**Supply network**

Pins as bars on the die edge. Tap cells in grey.
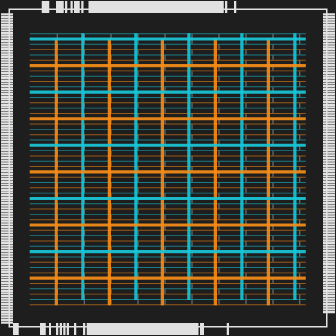
**Placement by cell class**

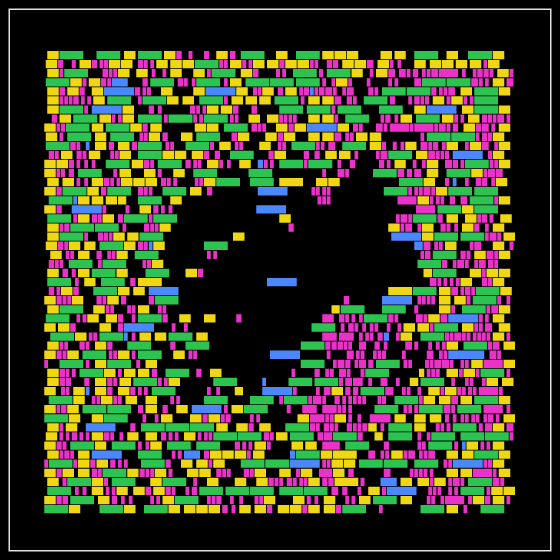
**Clock wires, drivers and flops**

The bar under the picture is 50 um long.
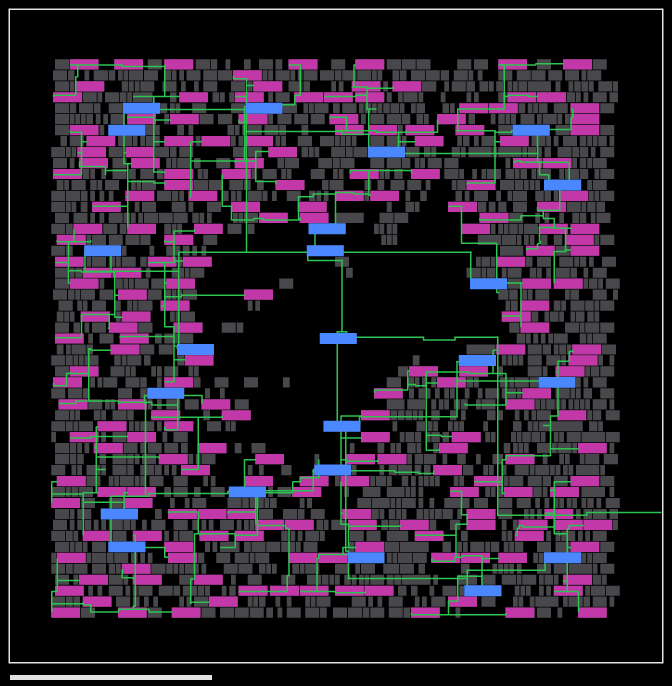
--- config.mk ---
export PLATFORM = sky130hd
export DESIGN_NAME = debug_mem_port_flat
export DESIGN_NICKNAME = d
export VERILOG_FILES = /design/src/rtl/debug_mem_port_if.sv /design/src/rtl/debug_mem_port.sv /design/src/flat_wrapper.sv
export SDC_FILE = /design/constraint.sdc
export NUM_CORES = 1
export LEC_CHECK = 0
export ABC_AREA = 1
export CAP_MARGIN = 15
export CORE_MARGIN = 10
export CORE_UTILIZATION = 41
export DETAILED_ROUTE_END_ITERATION = 7
export HOLD_SLACK_MARGIN = 0.1
export PLACE_DENSITY = 0.81
export REMOVE_ABC_BUFFERS = 1
export SKIP_CTS_REPAIR_TIMING = 1
export SYNTH_ARGS = -nofsm -noshare
export SYNTH_HDL_FRONTEND = slang
export SYNTH_SLANG_ARGS = --single-unit
--- constraint.sdc ---
create_clock -name clk -period 3.9 [get_ports clk]
set_clock_uncertainty 0.15 [all_clocks]
set_input_delay 0.975 -clock clk [delete_from_list [all_inputs] [get_ports clk]]
set_output_delay 0.975 -clock clk [all_outputs]
set_load 0.01 [all_outputs]
--- src/rtl/debug_mem_port_if.sv ---
// debug_mem_port_if -- signal bundle for the debug memory port.
//   Debug side : dbg_ce/dbg_we/dbg_addr/dbg_wdata in; dbg_rdata, dbg_rdata_ready,
//                dbg_done, dbg_err, dbg_overrun out.
//   Bus side   : cpu_bus_busy, mem_ack, mem_rdata in; bus_own, mem_req, mem_we,
//                mem_addr, mem_wdata out.
//   fsm_state  : debug view of the port FSM (0 IDLE, 1 WAIT_BUS, 2 ACCESS, 3 RESP).
// Handshake: dbg_ce is a one-cycle strobe that is accepted only when the port
// is idle. mem_req is held, with mem_we/mem_addr/mem_wdata stable, until the
// cycle in which mem_ack is seen or the timeout aborts the access. mem_ack is
// only meaningful while mem_req is high.
// modport slave is the port itself; modport master is its environment.
interface debug_mem_port_if;
  logic        dbg_ce;
  logic        dbg_we;
  logic [63:0] dbg_addr;
  logic [63:0] dbg_wdata;
  logic [63:0] dbg_rdata;
  logic        dbg_rdata_ready;
  logic        dbg_done;
  logic        dbg_err;
  logic        dbg_overrun;
  logic        cpu_bus_busy;
  logic        bus_own;
  logic        mem_req;
  logic        mem_we;
  logic [63:0] mem_addr;
  logic [63:0] mem_wdata;
  logic        mem_ack;
  logic [63:0] mem_rdata;
  logic [1:0]  fsm_state;

  modport slave (
    input  dbg_ce, dbg_we, dbg_addr, dbg_wdata, cpu_bus_busy, mem_ack, mem_rdata,
    output dbg_rdata, dbg_rdata_ready, dbg_done, dbg_err, dbg_overrun,
           bus_own, mem_req, mem_we, mem_addr, mem_wdata, fsm_state
  );

  modport master (
    output dbg_ce, dbg_we, dbg_addr, dbg_wdata, cpu_bus_busy, mem_ack, mem_rdata,
    input  dbg_rdata, dbg_rdata_ready, dbg_done, dbg_err, dbg_overrun,
           bus_own, mem_req, mem_we, mem_addr, mem_wdata, fsm_state
  );
endinterface

--- src/rtl/debug_mem_port.sv ---
// debug_mem_port -- lets a debug controller perform single 64-bit reads and
// writes on the shared memory bus. A request is captured on dbg_ce, waits for
// the CPU to release the bus, issues one memory access (aborted after TIMEOUT
// cycles without mem_ack) and reports completion with a one-cycle dbg_done.
// Ports:
//   clk   : sole clock, rising edge
//   rst_p : synchronous active-high reset
//   bus   : debug_mem_port_if.slave (debug request/response + memory bus)
// Parameters:
//   TIMEOUT  : max cycles mem_req is held without mem_ack (1..255)
//   ERR_DATA : read data returned when an access times out
// All outputs are registered; none depends combinationally on dbg_* inputs.
module debug_mem_port #(
  parameter int unsigned TIMEOUT  = 255,
  parameter logic [63:0] ERR_DATA = 64'hDEAD_BEEF_DEAD_BEEF
) (
  input logic             clk,
  input logic             rst_p,
  debug_mem_port_if.slave bus
);

  typedef enum logic [1:0] {
    IDLE     = 2'd0,
    WAIT_BUS = 2'd1,
    ACCESS   = 2'd2,
    RESP     = 2'd3
  } state_t;

  // Count value in the final ACCESS cycle that may still be acked.
  localparam logic [7:0] LAST_CNT = 8'(TIMEOUT - 1);

  state_t      state;
  logic [7:0]  cnt;
  logic        req_we;
  logic [63:0] addr_q;
  logic [63:0] wdata_q;
  logic [63:0] rdata_q;
  logic        mem_req_q;
  logic        mem_we_q;
  logic        bus_own_q;
  logic        done_q;
  logic        ready_q;
  logic        err_q;
  logic        overrun_q;

  always_ff @(posedge clk) begin
    if (rst_p) begin
      state     <= IDLE;
      cnt       <= 8'd0;
      req_we    <= 1'b0;
      addr_q    <= 64'd0;
      wdata_q   <= 64'd0;
      rdata_q   <= 64'd0;
      mem_req_q <= 1'b0;
      mem_we_q  <= 1'b0;
      bus_own_q <= 1'b0;
      done_q    <= 1'b0;
      ready_q   <= 1'b0;
      err_q     <= 1'b0;
      overrun_q <= 1'b0;
    end else begin
      done_q  <= 1'b0;
      ready_q <= 1'b0;

      // A strobe outside IDLE (RESP included) is dropped and only flagged.
      if (bus.dbg_ce && state != IDLE) overrun_q <= 1'b1;

      case (state)
        IDLE: begin
          if (bus.dbg_ce) begin
            req_we  <= bus.dbg_we;
            addr_q  <= bus.dbg_addr & ~64'h7;
            wdata_q <= bus.dbg_wdata;
            state   <= WAIT_BUS;
          end
        end
        WAIT_BUS: begin
          if (!bus.cpu_bus_busy) begin
            bus_own_q <= 1'b1;
            mem_req_q <= 1'b1;
            mem_we_q  <= req_we;
            cnt       <= 8'd0;
            state     <= ACCESS;
          end
        end
        ACCESS: begin
          // mem_ack is checked first so an ack in the expiry cycle wins.
          if (bus.mem_ack) begin
            mem_req_q <= 1'b0;
            mem_we_q  <= 1'b0;
            if (!req_we) rdata_q <= bus.mem_rdata;
            done_q    <= 1'b1;
            ready_q   <= !req_we;
            state     <= RESP;
          end else if (cnt == LAST_CNT) begin
            mem_req_q <= 1'b0;
            mem_we_q  <= 1'b0;
            if (!req_we) rdata_q <= ERR_DATA;
            err_q     <= 1'b1;
            done_q    <= 1'b1;
            ready_q   <= !req_we;
            cnt       <= cnt + 8'd1;
            state     <= RESP;
          end else begin
            cnt <= cnt + 8'd1;
          end
        end
        RESP: begin
          bus_own_q <= 1'b0;
          state     <= IDLE;
        end
        default: state <= IDLE;
      endcase
    end
  end

  assign bus.dbg_rdata       = rdata_q;
  assign bus.dbg_rdata_ready = ready_q;
  assign bus.dbg_done        = done_q;
  assign bus.dbg_err         = err_q;
  assign bus.dbg_overrun     = overrun_q;
  assign bus.bus_own         = bus_own_q;
  assign bus.mem_req         = mem_req_q;
  assign bus.mem_we          = mem_we_q;
  assign bus.mem_addr        = addr_q;
  assign bus.mem_wdata       = wdata_q;
  assign bus.fsm_state       = state;

endmodule
--- src/flat_wrapper.sv ---
// flat-port wrapper written by rule: the top's interface ports become plain ports
module debug_mem_port_flat 
#(
  parameter int unsigned TIMEOUT  = 255,
  parameter logic [63:0] ERR_DATA = 64'hDEAD_BEEF_DEAD_BEEF
)
  (clk, rst_p, bus_dbg_ce, bus_dbg_we, bus_dbg_addr, bus_dbg_wdata, bus_cpu_bus_busy, bus_mem_ack, bus_mem_rdata, bus_dbg_rdata, bus_dbg_rdata_ready, bus_dbg_done, bus_dbg_err, bus_dbg_overrun, bus_bus_own, bus_mem_req, bus_mem_we, bus_mem_addr, bus_mem_wdata, bus_fsm_state);
  debug_mem_port_if bus_i ();
  input logic clk;
  input logic rst_p;
  input wire logic [$bits(bus_i.dbg_ce)-1:0] bus_dbg_ce;
  input wire logic [$bits(bus_i.dbg_we)-1:0] bus_dbg_we;
  input wire logic [$bits(bus_i.dbg_addr)-1:0] bus_dbg_addr;
  input wire logic [$bits(bus_i.dbg_wdata)-1:0] bus_dbg_wdata;
  input wire logic [$bits(bus_i.cpu_bus_busy)-1:0] bus_cpu_bus_busy;
  input wire logic [$bits(bus_i.mem_ack)-1:0] bus_mem_ack;
  input wire logic [$bits(bus_i.mem_rdata)-1:0] bus_mem_rdata;
  output wire logic [$bits(bus_i.dbg_rdata)-1:0] bus_dbg_rdata;
  output wire logic [$bits(bus_i.dbg_rdata_ready)-1:0] bus_dbg_rdata_ready;
  output wire logic [$bits(bus_i.dbg_done)-1:0] bus_dbg_done;
  output wire logic [$bits(bus_i.dbg_err)-1:0] bus_dbg_err;
  output wire logic [$bits(bus_i.dbg_overrun)-1:0] bus_dbg_overrun;
  output wire logic [$bits(bus_i.bus_own)-1:0] bus_bus_own;
  output wire logic [$bits(bus_i.mem_req)-1:0] bus_mem_req;
  output wire logic [$bits(bus_i.mem_we)-1:0] bus_mem_we;
  output wire logic [$bits(bus_i.mem_addr)-1:0] bus_mem_addr;
  output wire logic [$bits(bus_i.mem_wdata)-1:0] bus_mem_wdata;
  output wire logic [$bits(bus_i.fsm_state)-1:0] bus_fsm_state;
  assign bus_i.dbg_ce = bus_dbg_ce;
  assign bus_i.dbg_we = bus_dbg_we;
  assign bus_i.dbg_addr = bus_dbg_addr;
  assign bus_i.dbg_wdata = bus_dbg_wdata;
  assign bus_i.cpu_bus_busy = bus_cpu_bus_busy;
  assign bus_i.mem_ack = bus_mem_ack;
  assign bus_i.mem_rdata = bus_mem_rdata;
  assign bus_dbg_rdata = bus_i.dbg_rdata;
  assign bus_dbg_rdata_ready = bus_i.dbg_rdata_ready;
  assign bus_dbg_done = bus_i.dbg_done;
  assign bus_dbg_err = bus_i.dbg_err;
  assign bus_dbg_overrun = bus_i.dbg_overrun;
  assign bus_bus_own = bus_i.bus_own;
  assign bus_mem_req = bus_i.mem_req;
  assign bus_mem_we = bus_i.mem_we;
  assign bus_mem_addr = bus_i.mem_addr;
  assign bus_mem_wdata = bus_i.mem_wdata;
  assign bus_fsm_state = bus_i.fsm_state;
  debug_mem_port #(.TIMEOUT(TIMEOUT), .ERR_DATA(ERR_DATA)) u_core (.clk(clk), .rst_p(rst_p), .bus(bus_i));
endmodule
==> results_slide.txt <==
Implementation Results

Detailed routing
  – Post-route ant nets: 0
  – Post-detailed-routing wire length: 30,000 um
  – First drt pass iteration count: 4
  – Highest Signal Layer: met5
  – DR WL/cell: 17.1 um

Worst setup path
  – Logic depth of the worst setup path including buffers: 1
  – Launch instance of the worst register-to-register path: u_core.cnt[0]
  – Worst setup path endpoint: bus_fsm_state[1]
  – List of cells traversed by the critical path: clkdlybuf4s50_1
  – Largest stage delay on the critical path: between 0.5 and 0.6 ns
  – Worst setup path category: reg2out
  – Critical path required time: 2.77 ns
  – CP bufs+invs: 1

Synthesis
  – Cell total in the yosys stat output: about 1,100
  – Warnings from Yosys: 0
  – Post-Syn Area per Cell: 7.35 um2
  – Adder and majority gate portion of the synthesized area: less than 1%
  – Count of distinct cell types in the synthesized netlist: 28
  – Synth top area share: 50.3%

Place
  – Detail Placement HPWL: 22,100 um
  – Last weighted congestion value of the routability-driven placer: 0.814
  – Setup slack at placement: 0.986 ns

Layout
  – Register Area: 0.00414 mm2
  – Top class by area: flip-flops and latches
  – Fraction of area in registers: a little under a third
  – Proportion of layout cells with a drive suffix above 1: roughly 4.4%
  – Number of nets in the final layout: between 1,500 and 2,000
  – Number of fill cells: 1,606
  – Relative area of clock buffers and inverters in the final design: 5.40%
  – Non-clock buffer total of the final layout: 404
  – Area Overhead vs Synth: 58.1%

Final timing
  – Hold Worst Slack: 0.292 ns
  – Slack of the critical path: 1.28 ns
  – Period utilisation layout: 67.2%
  – Accumulated negative setup slack: 0 ns
  – Relative max-transition margin: 47.7%
  – Shortest clock period the worst path allows after layout: 2.62 ns

Status
  – Outcome: finished clean

Global route
  – GR Layer Usage met1: 23.4%

Pwr
  – Switching power summed over all nets: between 2000 and 3000 uW

Floorplan
  – Tapcells inserted: 265
  – Horizontal die dimension: around 160 um

Clock network
  – Clock buffer depth: 3
Notes on 'supply network' above:
colour	net
orange	VSS
cyan	VDD
tap cells	265
met4 straps	10
signal pins	399
rows	51
met1 rails	52
IR drop worst, VDD: 0.000387 V
Die Y-Extent: 162 um

Notes on 'placement by cell class' above:
colour	class	cells	share of their area
yellow	remaining buffers and delay cells	404	32%
magenta	remaining logic cells	835	30%
blue	clock drivers and dummy loads	40	5.5%
green	registers	207	33%
Core Region: 0.0196 mm2
Layout Utilization: 66.4%
standard-cell rows: 51

Notes on 'clock wires, drivers and flops' above:
[green] clock wires | length: 2,610 um
[blue] clock-net drivers | count: 23
[magenta] flip-flops | count: 207
routed clock nets	24
Clock Power Share: 25.0%
clock network power: 2040 uW
insertion delay at the late pin of the worst-skew pair: 0.49 ns

Power and IR drop assume default switching activity.
